**Run 1: logic cells by family**

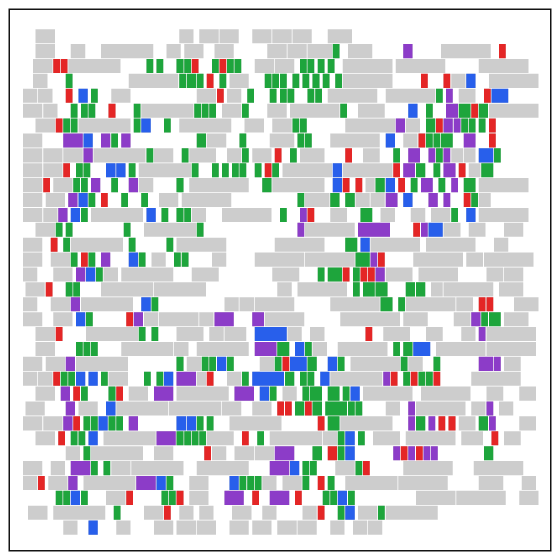
**Run 1: met4 routing**

The bar under the picture is 20 um long.
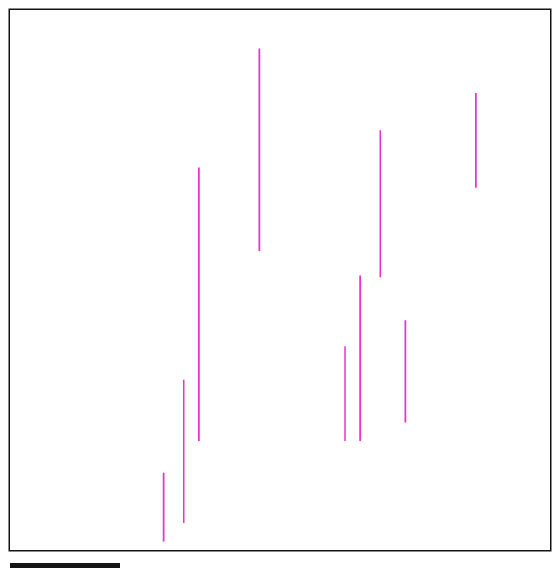
**Run 1: routing congestion map**

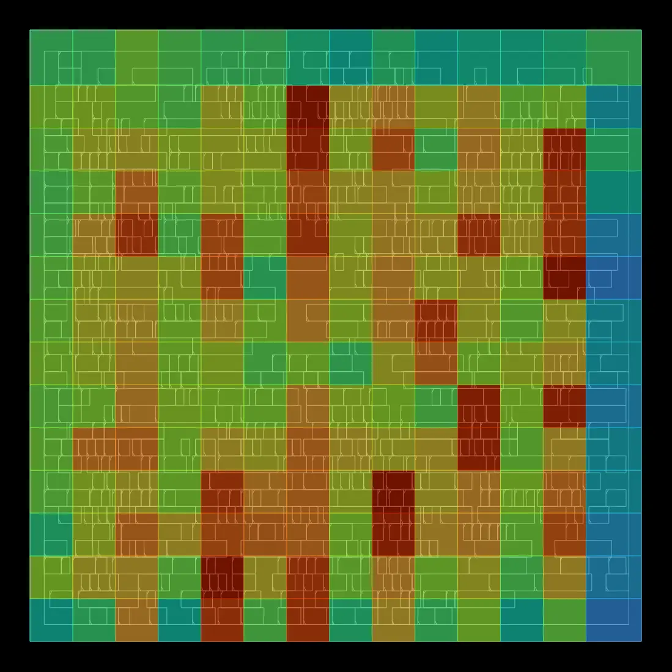
**src/rtl/tm1638_disp_arb.sv**
```systemverilog
// Display-ownership arbiter and refresh-paced frame scheduler for a TM1638 driver.
// Two requesters share the panel. The owner's frame is latched at each refresh and handed to the driver.
module tm1638_disp_arb #(
    parameter int         REFRESH_DIV = 50000,
    parameter int         DWELL       = 8,
    parameter logic [3:0] BLANK       = 4'hF
) (
    input  logic        clk_50M,
    input  logic        rst_n,
    input  logic [1:0]  req,
    input  logic [7:0]  frm0_led,
    input  logic [31:0] frm0_dig,
    input  logic [7:0]  frm1_led,
    input  logic [31:0] frm1_dig,
    output logic [1:0]  gnt,
    output logic [7:0]  drv_led,
    output logic [31:0] drv_dig,
    output logic        drv_start,
    input  logic        drv_busy,
    output logic [7:0]  frame_cnt,
    output logic        overrun
);

    localparam int CNT_W = $clog2(REFRESH_DIV);

    typedef enum logic [2:0] {IDLE, LATCH, START, WAIT_ACK, WAIT_DONE} state_t;

    state_t           state, state_nxt;
    logic [CNT_W-1:0] tick_cnt;
    logic             tick;
    logic             pend;
    logic [7:0]       dwell_cnt;
    logic             last;
    logic             done;
    logic             own_idx;
    logic             keep;
    logic [1:0]       gnt_nxt;

    assign tick = (tick_cnt == CNT_W'(REFRESH_DIV - 1));
    assign done = (state == WAIT_DONE) && !drv_busy;

    always_ff @(posedge clk_50M or negedge rst_n) begin
        if (!rst_n) begin
            tick_cnt <= '0;
            pend     <= 1'b0;
            overrun  <= 1'b0;
        end else begin
            tick_cnt <= tick ? '0 : tick_cnt + CNT_W'(1);
            // A tick landing in LATCH re-arms pend instead of being consumed.
            if (tick)
                pend <= 1'b1;
            else if (state == LATCH)
                pend <= 1'b0;
            if (tick && pend)
                overrun <= 1'b1;
        end
    end

    always_ff @(posedge clk_50M or negedge rst_n) begin
        if (!rst_n)
            state <= IDLE;
        else
            state <= state_nxt;
    end

    // A tick seen in IDLE counts as pending so LATCH follows it directly.
    always_comb begin
        state_nxt = state;
        case (state)
            IDLE:      if (pend || tick) state_nxt = LATCH;
            LATCH:     state_nxt = START;
            START:     state_nxt = WAIT_ACK;
            WAIT_ACK:  if (drv_busy) state_nxt = WAIT_DONE;
            WAIT_DONE: if (!drv_busy) state_nxt = IDLE;
            default:   state_nxt = IDLE;
        endcase
    end

    always_comb begin
        drv_start = (state == START);
    end

    // Keep the owner while it requests and either its dwell is unspent or nobody else wants the panel.
    assign own_idx = gnt[1];
    assign keep    = (|gnt) && req[own_idx] && ((dwell_cnt < 8'(DWELL)) || !req[~own_idx]);

    always_comb begin
        gnt_nxt = req;
        if (keep)
            gnt_nxt = gnt;
        else if (&req)
            gnt_nxt = last ? 2'b01 : 2'b10;
    end

    always_ff @(posedge clk_50M or negedge rst_n) begin
        if (!rst_n) begin
            gnt       <= 2'b00;
            last      <= 1'b1;
            dwell_cnt <= 8'd0;
            frame_cnt <= 8'd0;
            drv_led   <= 8'd0;
            drv_dig   <= {8{BLANK}};
        end else if (state == LATCH) begin
            gnt <= gnt_nxt;
            if (gnt_nxt != gnt) begin
                dwell_cnt <= 8'd0;
                if (|gnt_nxt)
                    last <= gnt_nxt[1];
            end
            case (gnt_nxt)
                2'b01: begin
                    drv_led <= frm0_led;
                    drv_dig <= frm0_dig;
                end
                2'b10: begin
                    drv_led <= frm1_led;
                    drv_dig <= frm1_dig;
                end
                default: begin
                    drv_led <= 8'd0;
                    drv_dig <= {8{BLANK}};
                end
            endcase
        end else if (done) begin
            frame_cnt <= frame_cnt + 8'd1;
            if (dwell_cnt < 8'(DWELL))
                dwell_cnt <= dwell_cnt + 8'd1;
        end
    end

endmodule
```
**config.mk**
```make
export PLATFORM = sky130hd
export DESIGN_NAME = tm1638_disp_arb
export DESIGN_NICKNAME = d
export VERILOG_FILES = /design/src/rtl/tm1638_disp_arb.sv
export SDC_FILE = /design/constraint.sdc
export NUM_CORES = 1
export LEC_CHECK = 0
export ABC_AREA = 1
export CAP_MARGIN = 20
export CORE_MARGIN = 2
export CORE_UTILIZATION = 47
export CTS_BUF_LIST = sky130_fd_sc_hd__clkbuf_4 sky130_fd_sc_hd__clkbuf_8 sky130_fd_sc_hd__clkbuf_16
export CTS_CLUSTER_SIZE = 12
export DETAILED_ROUTE_END_ITERATION = 16
export PLACE_DENSITY_LB_ADDON = 0.2
export SYNTH_ARGS = -nofsm -noshare
export SYNTH_HDL_FRONTEND = slang
export SYNTH_SLANG_ARGS = --single-unit
```
**constraint.sdc**
```tcl
create_clock -name clk_50M -period 1.9 [get_ports clk_50M]
set_clock_uncertainty 0.05 [all_clocks]
set_input_delay 0.285 -clock clk_50M [delete_from_list [all_inputs] [get_ports clk_50M]]
set_output_delay 0.285 -clock clk_50M [all_outputs]
set_load 0.05 [all_outputs]
```
==> CHANGELOG.md, run 1 <==
### Changed

* Reg-to-reg slack, setup at 0.12 ns
* Log Warnings at 27
* Htree depth at 3
* Status: complete, no violations
* Slew @ Worst Pin at 0.531 ns
* CTS resizes at 4
* Setup_tns at 0 ns
* Detail Route Antenna Nets at 0
* Fraction of registers with async set or reset after synthesis at 100%
* Worst path top cell family by delay: buffers and inverters
* Post-layout util at 69.2%
* Startpoint types: flop
* Crit path buf inv count at 1
* #FFs+latches synth at 80
* Final nets at 781
* CP max-delay cell: clkdlybuf4s50_1
* Slew Limit Headroom at 64.5%
* Worst skew pair latency at 0.35 ns
* Worst-path clk slew at 0.08 ns
* Post-layout period usage at 97.5%
* Top cells, area: dfrtp_1 28%, dfstp_2 21%, nand2_1 17%, inv_1 6.3%, o21ai_1 3.7%
* Post-CTS setup buffer count at 0
* Main power group: combinational cells
* TritonCTS buffer count at 9
* Post-placement setup slack at -0.257 ns
* Routability Congestion at 0.850
* Min-Delay Path Class: input port to asynchronous set/reset pin
* Net Sw Power at 4860 uW
* Post-synth EDFFs at 0
* Fmax at 0.540 GHz
* Vias in the first global route at 4108
* Distinct lib cells used at 39
* Comb pwr at 5770 uW
* IO Port Bufs at 136
* Core footprint at 8720 sq um
* I/O pins at 137
* GRT overflow at 0
Back to the opening pictures, 'logic cells by family':
Key: green = NAND gates [cells 223, most used nand2_1, where spread over the die]; red = inverters [cells 75, most used inv_1, where spread over the die]; purple = NOR gates [cells 68, most used nor3_1]; blue = inverting AOI/OAI gates [cells 51, most used o21ai_1, where spread over the die]
logic gate fraction of the total cell area: 29.9%
non-filler instance count after layout: 806

Back to the opening pictures, 'met4 routing':
The layer carries 233 um of wire. 7 nets have wire on it. The layer holds 2.1% of the routed length. The wires run mostly vertical. The longest straight run is 49.6 um.
final wirelength: 10900 um
Vias: 4024

Back to the opening pictures, 'routing congestion map':
met2 GRT Util: 39.1%
GR met3 Demand/Resource: 5.39%

## run 1: area by class of cell
type	instances	area (sq um)
clock buffer	10	131
clock inverter	6	85.1
fill	718	2690
inverter	75	283
multi-input combinational	364	1800
sequential	80	2040
tap	108	135
timing repair buffer	163	1550
## run 1: logic make-up after synthesis
logic type	count (synthesis)	share of synthesized area [%]
compound gates	52	6.99
fa+ha+maj	3	0.892
mux	1	0.268
xor+xnor	12	2.50
buf+inv	94	9.39
flops	80	48.5
simple gates	296	31.4
## run 1: sequential cells by signal, summed over array words and instances, names as in the netlist, 2 cells and up
signal,flops
drv_dig,32
drv_led,8
dwell_cnt,8
frame_cnt,8
gnt,2
state,3
tick_cnt,16
## run 1: cells in the mapped netlist, types with 3 or more instances
cell type,count
inv_2,3
nand3_1,20
nor4_1,4
o21ai_1,31
nand2_2,3
nand4_1,11
o21ai_0,6
nor2_1,25
buf_2,6
or2_2,3
ha_1,3
dfstp_2,33
clkbuf_1,7
nand2_1,186
xor2_1,9
buf_6,3
nor3_1,25
xnor2_1,3
inv_1,71
a21oi_1,7
dfrtp_1,47
nor3_2,11
buf_4,3
## run 1: placed cells by master (no fill, tap or decap), drive strengths merged, types with 3 or more instances in the layout
master,Yosys,routed
dfstp,33,33
nor4,4,4
ha,3,3
xnor2,3,3
a21oi,7,7
dlymetal6s2s,0,8
buf,12,64
nand3,20,20
o21ai,40,40
dlygate4sd2,0,4
inv,74,74
clkbuf,7,10
clkdlybuf4s50,0,86
nor3,36,36
nor2,27,27
nand2,190,190
xor2,9,9
nand4,11,11
dfrtp,47,47
or2,4,4
clkinv,1,3
## run 1: layer usage
metal	routed length (um)	track usage, %
met5	0	0
met4	233	10.0
met3	661	5.39
met2	5360	39.1
met1	4640	29.1
==> run 2, diff against run 1 <==
- CAP_MARGIN: 20 -> 5
**Run 2: met4 routing**

The bar under the picture is 20 um long.
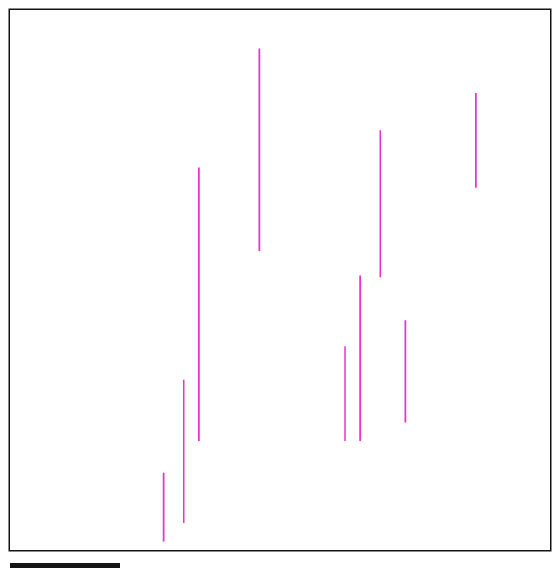
The layer holds 2.1% of the routed length. The layer carries 233 um of wire.

==> run 2 against run 1 <==
Final cell count stayed put. Synthesized area unchanged. Sequential power barely moved. Via count unchanged. Sequential share of layout area stayed put. Clock power is essentially flat. Synthesized cell count unchanged. Routed wire length did not move. Utilization unchanged. Register-to-register slack about the same. Highest routed layer unchanged.
==> CHANGELOG.md, run 2 <==
### Changed

* Post-CTS setup buffer count at 0 (unchanged)
* Setup_tns at 0 ns (unchanged)
* Status: complete, no violations
* Biggest regs: drv_dig (32), tick_cnt (16)
* CP max-delay cell: clkdlybuf4s50_1
* Top Usage Layer GRT: met2
* Reg-to-reg slack, setup at 0.12 ns (about the same)
* Detail Route Antenna Nets at 0 (unchanged)
* Crit path buf inv count at 1 (unchanged)
* Most common cell in the netlist: nand2_1
* Core footprint at 8720 sq um (unchanged)
* Met2 GRT Util at 39.1% (unchanged)
* Seq. cell area at 2040 sq um (unchanged)
* Worst skew pair latency at 0.35 ns (about the same)
* Vias in the first global route at 4108 (unchanged)
* # fillers at 718 (unchanged)
* Most frequent logic cell in the layout: nand2_1
* GRT overflow at 0 (unchanged)
* Number of flip-flops in the largest register at 32 (unchanged)
* Top cells, area: dfrtp_1 28%, dfstp_2 21%, nand2_1 17%, inv_1 6.3%, o21ai_1 3.7%
* Net Sw Power at 4860 uW (unchanged)
* Startpoint types: flop
run 2: cell counts after synthesis:
Identical to the previous run, type by type.
run 2: layout make-up:
| class | instances | share of cell area [%] |
|---|---|---|
| Timing Repair Buffer | 163 | 25.7 |
| Inverter | 75 | 4.69 |
| Clock buffer | 10 | 2.18 |
| Clock inverter | 6 | 1.41 |
| Multi-Input combinational cell | 364 | 29.9 |
| Tap cell | 108 | 2.24 |
| Sequential cell | 80 | 33.9 |
run 2: logic make-up (layout without fill, tap and decap cells):
family / count (synthesis) / count (layout) / synth area share [%]
AOI/OAI and AO/OA: 52 / 52 / 6.99
xor gates and xnor gates: 12 / 12 / 2.50
adders and majority gates: 3 / 3 / 0.892
buffers and inverters: 94 / 254 / 9.39
DFF: 80 / 80 / 48.5
muxes: 1 / 1 / 0.268
and+or+nand+nor: 296 / 296 / 31.4
run 2: power by group through the flow:
stage | combinational [uW] | clock (uW) | sequential [uW]
2_1_floorplan | 2330 | 0 | 4500
3_3_place_gp | 5680 | 0 | 2900
3_5_place_dp | 5790 | 0 | 2900
4_1_cts | 5770 | 1400 | 2900
5_1_grt | 6250 | 1470 | 2970
6_report | 5770 | 1370 | 2900
run 2: timing repair:
| item | 4_1_cts | 5_1_grt |
|---|---|---|
| hold endpoints to repair | 27 | 0 |
| endpoints found under the setup margin | 4 | 41 |
| hold buffers | 1 | 0 |
| pin swaps | 0 | 0 |
| cloned | 0 | 0 |
| resized | 4 | 16 |
run 2: stage by stage:
step	hold WS (ns)	total power [uW]	instance area, sq um	std cells
after floorplan	-0.0606	6830	4210	538
after global placement	0.193	8580	5760	789
after detailed placement	0.192	8700	5760	789
after CTS	0.346	10100	5980	806
after global routing	0.359	10700	6030	806
final	0.346	10000	6030	806
==> run 3, diff against run 2 <==
- ABC_CLOCK_PERIOD_IN_PS: not set -> 2300
- CORE_UTILIZATION: 47 -> 50
- clock period: 1.9 -> 2.3 ns (I/O delays scaled with it)
**Run 3: routing congestion map**

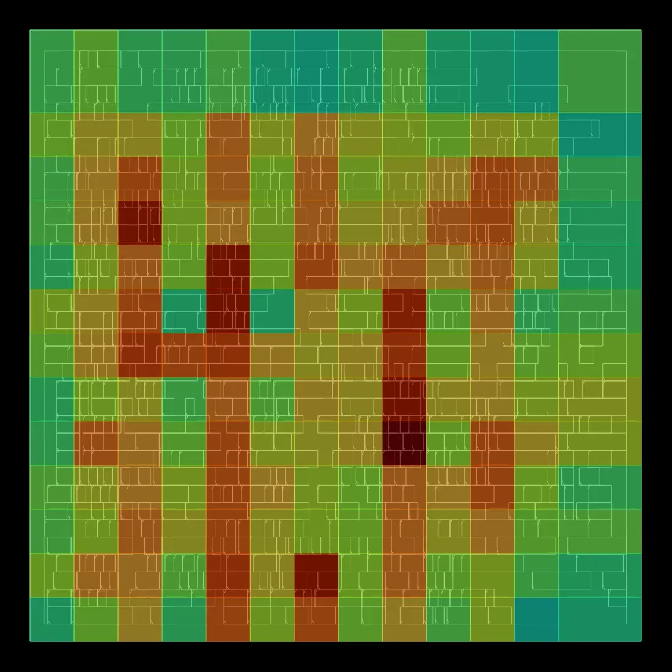
GR met3 Demand/Resource: 6.81%
GRT met1 Usage: 30.9%
Top Usage Layer GRT: met2
met2 GRT Util: 42.3%
post-layout util: 72.6%

==> run 3 against run 2 <==
Non-clock buffer count fell by 15. Combinational power fell by 18%. Sequential share of layout area rose by 0.54 points. Routed wire length fell by 1.5%. Utilization rose by 3.4 points. Global-route usage rose by 1.5 points. Count of clock-buffer cells in the layout rose by 1. Via count fell by 1.7%. Largest cell class unchanged. Largest power group unchanged.
==> CHANGELOG.md, run 3 <==
### Changed

* Status: complete, no violations
* Post-layout period usage at 91.6%
* Number of flip-flops in the largest register at 32 (unchanged)
* Worst-path clk slew at 0.08 ns
* Highest routed metal layer: met4
* Layout area overhead at 41.0%
* Core footprint at 8180 sq um (-6.3%)
* Max-slew violation count at 0
* Top cells, area: dfrtp_1 28%, dfstp_2 21%, nand2_1 17%, inv_1 6.3%, o21ai_1 3.7%
* Cell area after layout at 5940 sq um (-1.6%)
* Most common cell in the netlist: nand2_1
* GRT overflow at 0 (unchanged)
* Biggest regs: drv_dig (32), tick_cnt (16)
* Vias at 3955
* Detail Route Antenna Nets at 0 (unchanged)
* Worst skew pair latency at 0.36 ns (about the same)
* Final nets at 766
* Post-synth top cells: 186 x nand2_1, 71 x inv_1, 47 x dfrtp_1, 33 x dfstp_2, 31 x o21ai_1
* Fp_density at 51.5%
* CP max-delay cell: clkdlybuf4s50_1
* Seq. cell area at 2040 sq um (about the same)
* Vias per cell at 5.02
* Most frequent logic cell in the layout: nand2_1
* Overall power at 8180 uW (-19%)
* Placed Instances at 771 (-2.3%)
* Non-filler instance count after layout at 788 (-2.2%)
* TritonCTS buffer count at 9
* Post-CTS setup buffer count at 0 (unchanged)
* Reg-to-reg slack, setup at 0.38 ns (+0.26 ns)
* Setup_tns at 0 ns (unchanged)
* Crit path buf inv count at 1 (unchanged)
* Die width at 95.8 um
[run 3: cell types whose count changed in the layout (fill, tap and decap cells not counted), moves of 2 or more]
cell,before,now
nor2_1,22,25
dlymetal6s2s_1,8,0
nor3_2,12,10
clkdlybuf4s50_1,86,134
buf_4,58,9
nor2_2,4,1
nor3_1,23,25
dlygate4sd2_1,4,0
[run 3: logic make-up (layout without fill, tap and decap cells)]
logic type | Yosys count | count (layout) | share of synthesized area [%]
simple gates | 296 | 296 | 31.4
buf+inv | 94 | 239 | 9.39
flops | 80 | 80 | 48.5
compound gates | 52 | 52 | 6.99
xor+xnor | 12 | 12 | 2.50
fa+ha+maj | 3 | 3 | 0.892
mux | 1 | 1 | 0.268
[run 3: timing repair]
| item | in CTS | in global routing |
|---|---|---|
| endpoints found under the hold margin | 47 | 0 |
| hold buffers | 1 | 0 |
| gates resized | 0 | 0 |
[run 3: cell type report]
cell class | count | area share [%]
Timing Repair Buffer | 148 | 25.3
Inverter | 75 | 4.76
Sequential cell | 80 | 34.4
Multi-Input combinational cell | 364 | 29.9
Tap cell | 105 | 2.21
Clock buffer | 11 | 2.45
Clock inverter | 5 | 0.970
[run 3: where the power goes]
group | leakage (uW) | total [uW] | switching [uW] | internal [uW]
logic | 0.00178 | 4740 | 3150 | 1590
clock network | 0.0000950 | 1060 | 519 | 542
registers | 0.000962 | 2370 | 301 | 2070
total | 0.00284 | 8180 | 3970 | 4200
[run 3: final timing paths]
kind / to / startpoint
worst max-delay path: drv_dig[0] / drv_dig[0]
worst min-delay path: tick_cnt[0] / tick_cnt[0]
worst max register to register: tick_cnt[12] / tick_cnt[0]
worst min register to register: tick_cnt[0] / tick_cnt[0]
max in group asynchronous: drv_dig[8] / rst_n
min in group asynchronous: frame_cnt[0] / rst_n

==> layout pictures side by side <==
Wiring by layer.
Only two layers are drawn.
Plate I
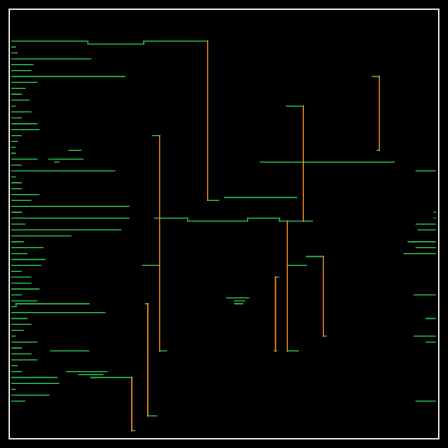
Plate II
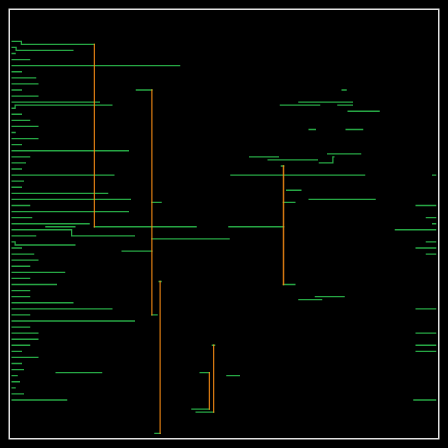
For run 3, see Plate II.
For run 2, see Plate I.

Key to Plate I:
Key: orange = met4 [wire length 233 um]; green = met3 [wire length 661 um]

Power is estimated from default activity; no workload was simulated.
